==> images/clock_map.png <==
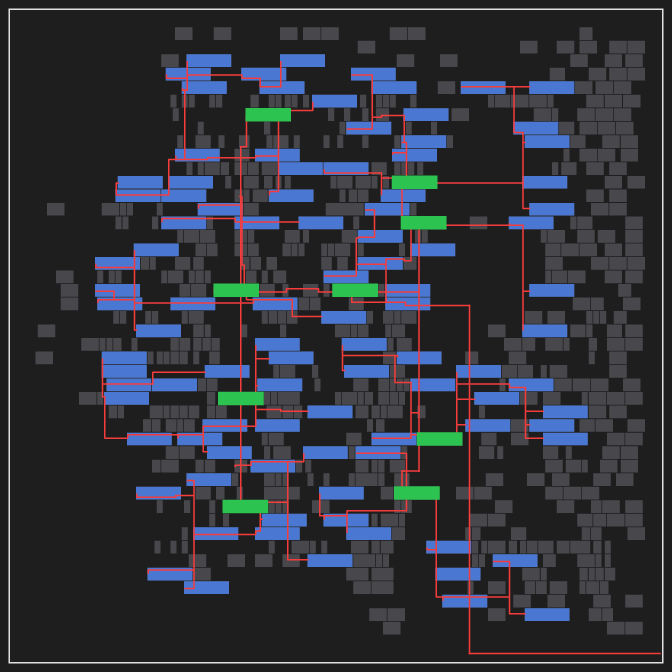
==> images/pins.png <==
Pins as bars across the die edge, other pins in grey.
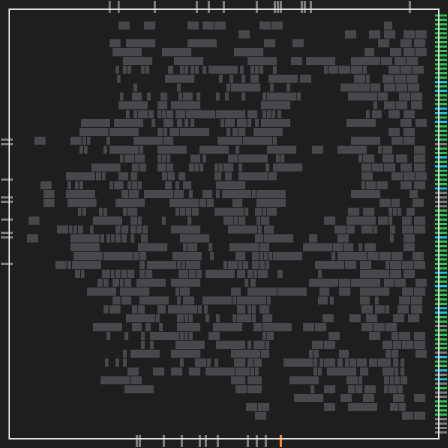
==> images/final_clocks.png <==
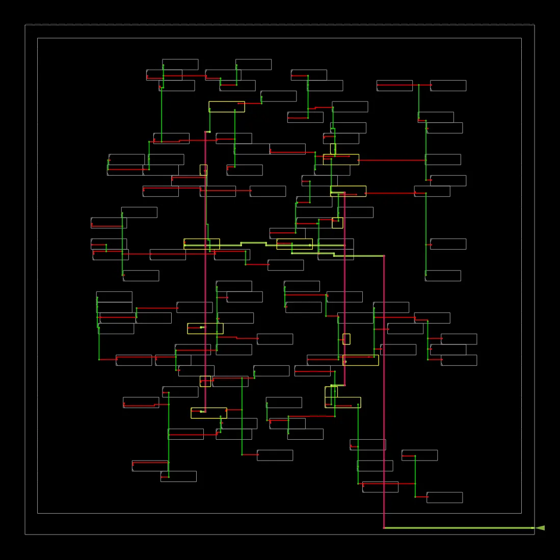
==> images/cell_classes.png <==
The bar under the picture is 50 um long.
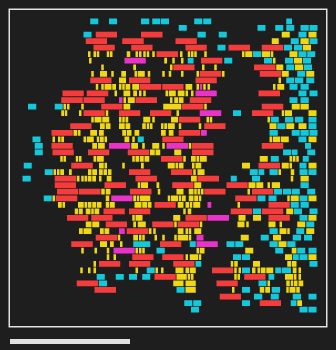
$ cat src/rtl/hydro_pipe_sched.sv
// hydro_pipe_sched: windowed round-robin scheduler feeding N hydrophone channels into one timestamped pipeline.
// Optional HYDRO_FIRST_ARRIVAL_EN adds per-channel first-arrival timestamps (first_ts/first_vld).
module hydro_pipe_sched #(
  parameter int N = 4,
  parameter int W = 16,
  parameter int TSW = 32,
  parameter int WINDOW = 1024,
  localparam int CW = (N > 1) ? $clog2(N) : 1,
  localparam int WCW = $clog2(WINDOW)
) (
  input  logic             clk,
  input  logic             rst_n,
  input  logic             arm,
  input  logic [N-1:0]     ch_valid,
  input  logic [N*W-1:0]   ch_data,
  output logic [N-1:0]     ch_ready,
  output logic             out_valid,
  input  logic             out_ready,
  output logic [W-1:0]     out_data,
  output logic [CW-1:0]    out_ch,
  output logic [TSW-1:0]   out_ts,
  output logic             busy,
  output logic             done
`ifdef HYDRO_FIRST_ARRIVAL_EN
  ,
  output logic [N*TSW-1:0] first_ts,
  output logic [N-1:0]     first_vld
`endif
);
  typedef enum logic [1:0] {IDLE, CAPTURE, DRAIN, DONE} state_t;
  state_t state_q, state_d;
  logic [WCW-1:0] win_q, win_d;
  logic [TSW-1:0] ts_q, ts_d;
  logic [CW-1:0] ptr_q, ptr_d, g, ix;
  logic out_valid_q, out_valid_d;
  logic [W-1:0] out_data_q, out_data_d;
  logic [CW-1:0] out_ch_q, out_ch_d;
  logic [TSW-1:0] out_ts_q, out_ts_d;
  logic found, xfer, start;
  // Scan downward so the channel closest to the pointer wins.
  always_comb begin
    g = '0;
    found = 1'b0;
    ix = '0;
    for (int k = N - 1; k >= 0; k--) begin
      ix = CW'((int'(ptr_q) + k) % N);
      if (ch_valid[ix]) begin
        g = ix;
        found = 1'b1;
      end
    end
  end
  assign start = (state_q == IDLE) && arm;
  assign xfer = (state_q == CAPTURE) && (!out_valid_q || out_ready) && found;
  assign ch_ready = xfer ? (N'(1) << g) : '0;
  always_comb begin
    state_d = state_q;
    case (state_q)
      IDLE:    if (arm) state_d = CAPTURE;
      CAPTURE: if (win_q == '0) state_d = DRAIN;
      DRAIN:   if (!out_valid_q || out_ready) state_d = DONE;
      default: state_d = IDLE;
    endcase
  end
  always_comb begin
    win_d = start ? WCW'(WINDOW - 1) : (state_q == CAPTURE && win_q != '0) ? win_q - 1'b1 : win_q;
    ts_d = start ? '0 : (state_q == CAPTURE) ? ts_q + 1'b1 : ts_q;
    ptr_d = xfer ? ((g == CW'(N - 1)) ? '0 : g + 1'b1) : ptr_q;
    out_valid_d = xfer || (out_valid_q && !out_ready);
    out_data_d = xfer ? W'(ch_data >> (int'(g) * W)) : out_data_q;
    out_ch_d = xfer ? g : out_ch_q;
    out_ts_d = xfer ? ts_q : out_ts_q;
  end
  always_ff @(posedge clk or negedge rst_n) begin
    if (!rst_n) begin
      state_q <= IDLE;
      win_q <= '0;
      ts_q <= '0;
      ptr_q <= '0;
      out_valid_q <= 1'b0;
      out_data_q <= '0;
      out_ch_q <= '0;
      out_ts_q <= '0;
    end else begin
      state_q <= state_d;
      win_q <= win_d;
      ts_q <= ts_d;
      ptr_q <= ptr_d;
      out_valid_q <= out_valid_d;
      out_data_q <= out_data_d;
      out_ch_q <= out_ch_d;
      out_ts_q <= out_ts_d;
    end
  end
  assign out_valid = out_valid_q;
  assign out_data = out_data_q;
  assign out_ch = out_ch_q;
  assign out_ts = out_ts_q;
  assign busy = (state_q == CAPTURE) || (state_q == DRAIN);
  assign done = state_q == DONE;
`ifdef HYDRO_FIRST_ARRIVAL_EN
  logic [N*TSW-1:0] first_ts_q, first_ts_d;
  logic [N-1:0] first_vld_q, first_vld_d;
  always_comb begin
    first_ts_d = first_ts_q;
    first_vld_d = start ? '0 : first_vld_q;
    for (int i = 0; i < N; i++) begin
      if (xfer && g == CW'(i) && !first_vld_q[i]) begin
        first_vld_d[i] = 1'b1;
        first_ts_d[i*TSW +: TSW] = ts_q;
      end
    end
  end
  always_ff @(posedge clk or negedge rst_n) begin
    if (!rst_n) begin
      first_ts_q <= '0;
      first_vld_q <= '0;
    end else begin
      first_ts_q <= first_ts_d;
      first_vld_q <= first_vld_d;
    end
  end
  assign first_ts = first_ts_q;
  assign first_vld = first_vld_q;
`endif
endmodule

$ cat config.mk
export PLATFORM = sky130hd
export DESIGN_NAME = hydro_pipe_sched
export DESIGN_NICKNAME = d
export VERILOG_FILES = /design/src/rtl/hydro_pipe_sched.sv
export SDC_FILE = /design/constraint.sdc
export NUM_CORES = 1
export LEC_CHECK = 0
export CORE_MARGIN = 3
export CORE_UTILIZATION = 30
export DETAILED_ROUTE_END_ITERATION = 7
export SYNTH_ARGS = -nofsm -noshare
export SYNTH_HDL_FRONTEND = slang
export SYNTH_SLANG_ARGS = --single-unit
$ cat constraint.sdc
create_clock -name clk -period 3 [get_ports clk]
set_clock_uncertainty 0.05 [all_clocks]
set_input_delay 0.45 -clock clk [delete_from_list [all_inputs] [get_ports clk]]
set_output_delay 0.45 -clock clk [all_outputs]
set_load 0.03 [all_outputs]
==> summary.txt <==
Figures from the flow reports.

Clocking:
- The run puts the maximum buffer depth of the clock tree at 2.

Route:
- The run puts the overall routed net length at 12,900 um.
- The routed design shows a via density per instance of 4.74.

Power:
- The run puts the power attributed to combinational cells at between 1 and 1.5 mW.
- Total power for the finished layout comes to 3.75 mW.
- Of the total power, the clock network draws 27.7%.
- Ranked by power, first place goes to sequential cells.
- The run gives the switching fraction of total power as 32.9%.

Final timing:
- The run puts the minimum hold slack at roughly 40 ps.
- The run puts the fmax at 364 MHz.

Synthesis:
- The run gives the post-synthesis cell count from yosys as 500.
- The run gives the post-synthesis area per instance as roughly 9.4 um2.
- Per the synth stats, the proportion of register bits with asynchronous set or reset is 100%.
- The run puts the number of distinct library cells after synthesis at 42.
- The commonest cells after synthesis are nand2_1 (140), dfrtp_1 (97), nor2_1 (36).
- The run puts the area share of the leading cell type in the synthesized netlist at 51.6%.

Setup path:
- The run gives the critical path arrival as 2250 ps.
- Tracing the worst setup path back leads to its startpoint at ch_valid[0].
- STA lists the startpoint of the worst register-to-register path as state_q[1]$_DFFE_PN0P_.

Floorplan:
- The run gives the initial core utilization as 30.8%.
- Per the OpenROAD floorplan log, the height of the die is 131 um.

Status:
- The flow ran to the end, and the final reports show no timing, DRC or antenna violations.

Placed design:
- The run puts the number of port buffers at 128.

GRT:
- met3 track demand over resource after global routing is 3.83%.
- The global routing stage identified its most utilized layer as met2.
- The run puts the number of antenna violations at the first check in global routing at 0.

Final layout:
- Looking at the area split, the leading class of cells is flip-flops and latches.
- In the layout the commonest cells are nand2_1 (140), clkdlybuf4s50_1 (123), dfrtp_1 (97).
-- clock_map.png (at the start) --
[clock wires] red | length: 1,260 um
[flip-flops] blue | count: 97
[cells driving clock nets] green | count: 9
routed clock nets: 10

-- pins.png (at the start) --
| port | colour | pins | direction | edge |
|---|---|---|---|---|
| out_data | cyan | 16 | output | right |
| ch_data | green | 64 | input | right |
| out_valid | orange | 1 | output | bottom |

-- final_clocks.png (at the start) --
clock sink count: 97
insertion delay at the late pin of the worst-skew pair: 340 ps
number of CTS-inserted buffers: 9
tally of clock buffers in the finished layout: 10
sequential cell count of the final layout: 97

-- cell_classes.png (at the start) --
| class | colour | cells | share of their area |
|---|---|---|---|
| flip-flops | red | 97 | 39% |
| all other logic | yellow | 379 | 35% |
| other buffers and delay cells | cyan | 140 | 22% |
| clock drivers and dummy loads | magenta | 15 | 4.2% |
Core Area: 0.0153 mm2
fraction of standard cell area that is sequential: 37.2%
Final Util: 42.7%
final cell area excluding filler cells: 0.00652 mm2
floorplan row count: 45

-- cells by family after synthesis --
logic type	synth area share [%]
and+or+nand+nor	22.8
adders and majority gates	1.60
DFF	51.6
muxes	7.23
xor gates and xnor gates	5.96
AOI/OAI and AO/OA	7.63
buffers and inverters	3.14
-- what timing repair did --
| action | in CTS | in global routing |
|---|---|---|
| gates resized | 1 | 1 |
| endpoints found under the hold margin | 0 | 0 |
| pin swaps | 0 | 0 |
| setup endpoints to repair | 1 | 2 |
| hold buffers | 0 | 0 |
-- metal layers --
layer | vias up | share of wire [%]
met1 | 1903 | 46
met3 | 10 | 6.8
li1 | 1948 | -
met2 | 131 | 45
met5 | - | 0
met4 | 0 | 1.5
-- stage by stage --
step / setup TNS (ps) / setup WS [ps] / instances
after floorplan: 0 / 235 / 500
after global placement: 0 / 20.1 / 827
after detailed placement: -56.1 / -56.1 / 827
after CTS: 0 / 189 / 842
after global routing: 0 / 111 / 842
final: 0 / 249 / 842
-- how the worst max path moves through the flow --
stage	endpoint	slack, ps	cells past startpoint
after global routing	ch_ready[1]	110	6
after detailed placement	ch_ready[1]	-60	6
after CTS	ch_ready[0]	190	8
after floorplan	ch_ready[1]	230	8
after global placement	ch_ready[1]	20	6
final	ch_ready[1]	250	6
-- worst max-delay path, cell delays in order --
cell and delay (ps):
clkdlybuf4s50_1 540, a21oi_1 90, nor3b_1 290, nor3_1 130, nor3_1 300, dlygate4sd2_1 450
-- state kept, by name (all words and copies together) (netlist names) --
| signal | cells |
|---|---|
| out_ch | 2 |
| out_data | 16 |
| out_ts | 32 |
| out_valid | 1 |
| ptr_q | 2 |
| state_q | 2 |
| ts_q | 32 |
| win_q | 10 |
Power and IR drop assume default switching activity.
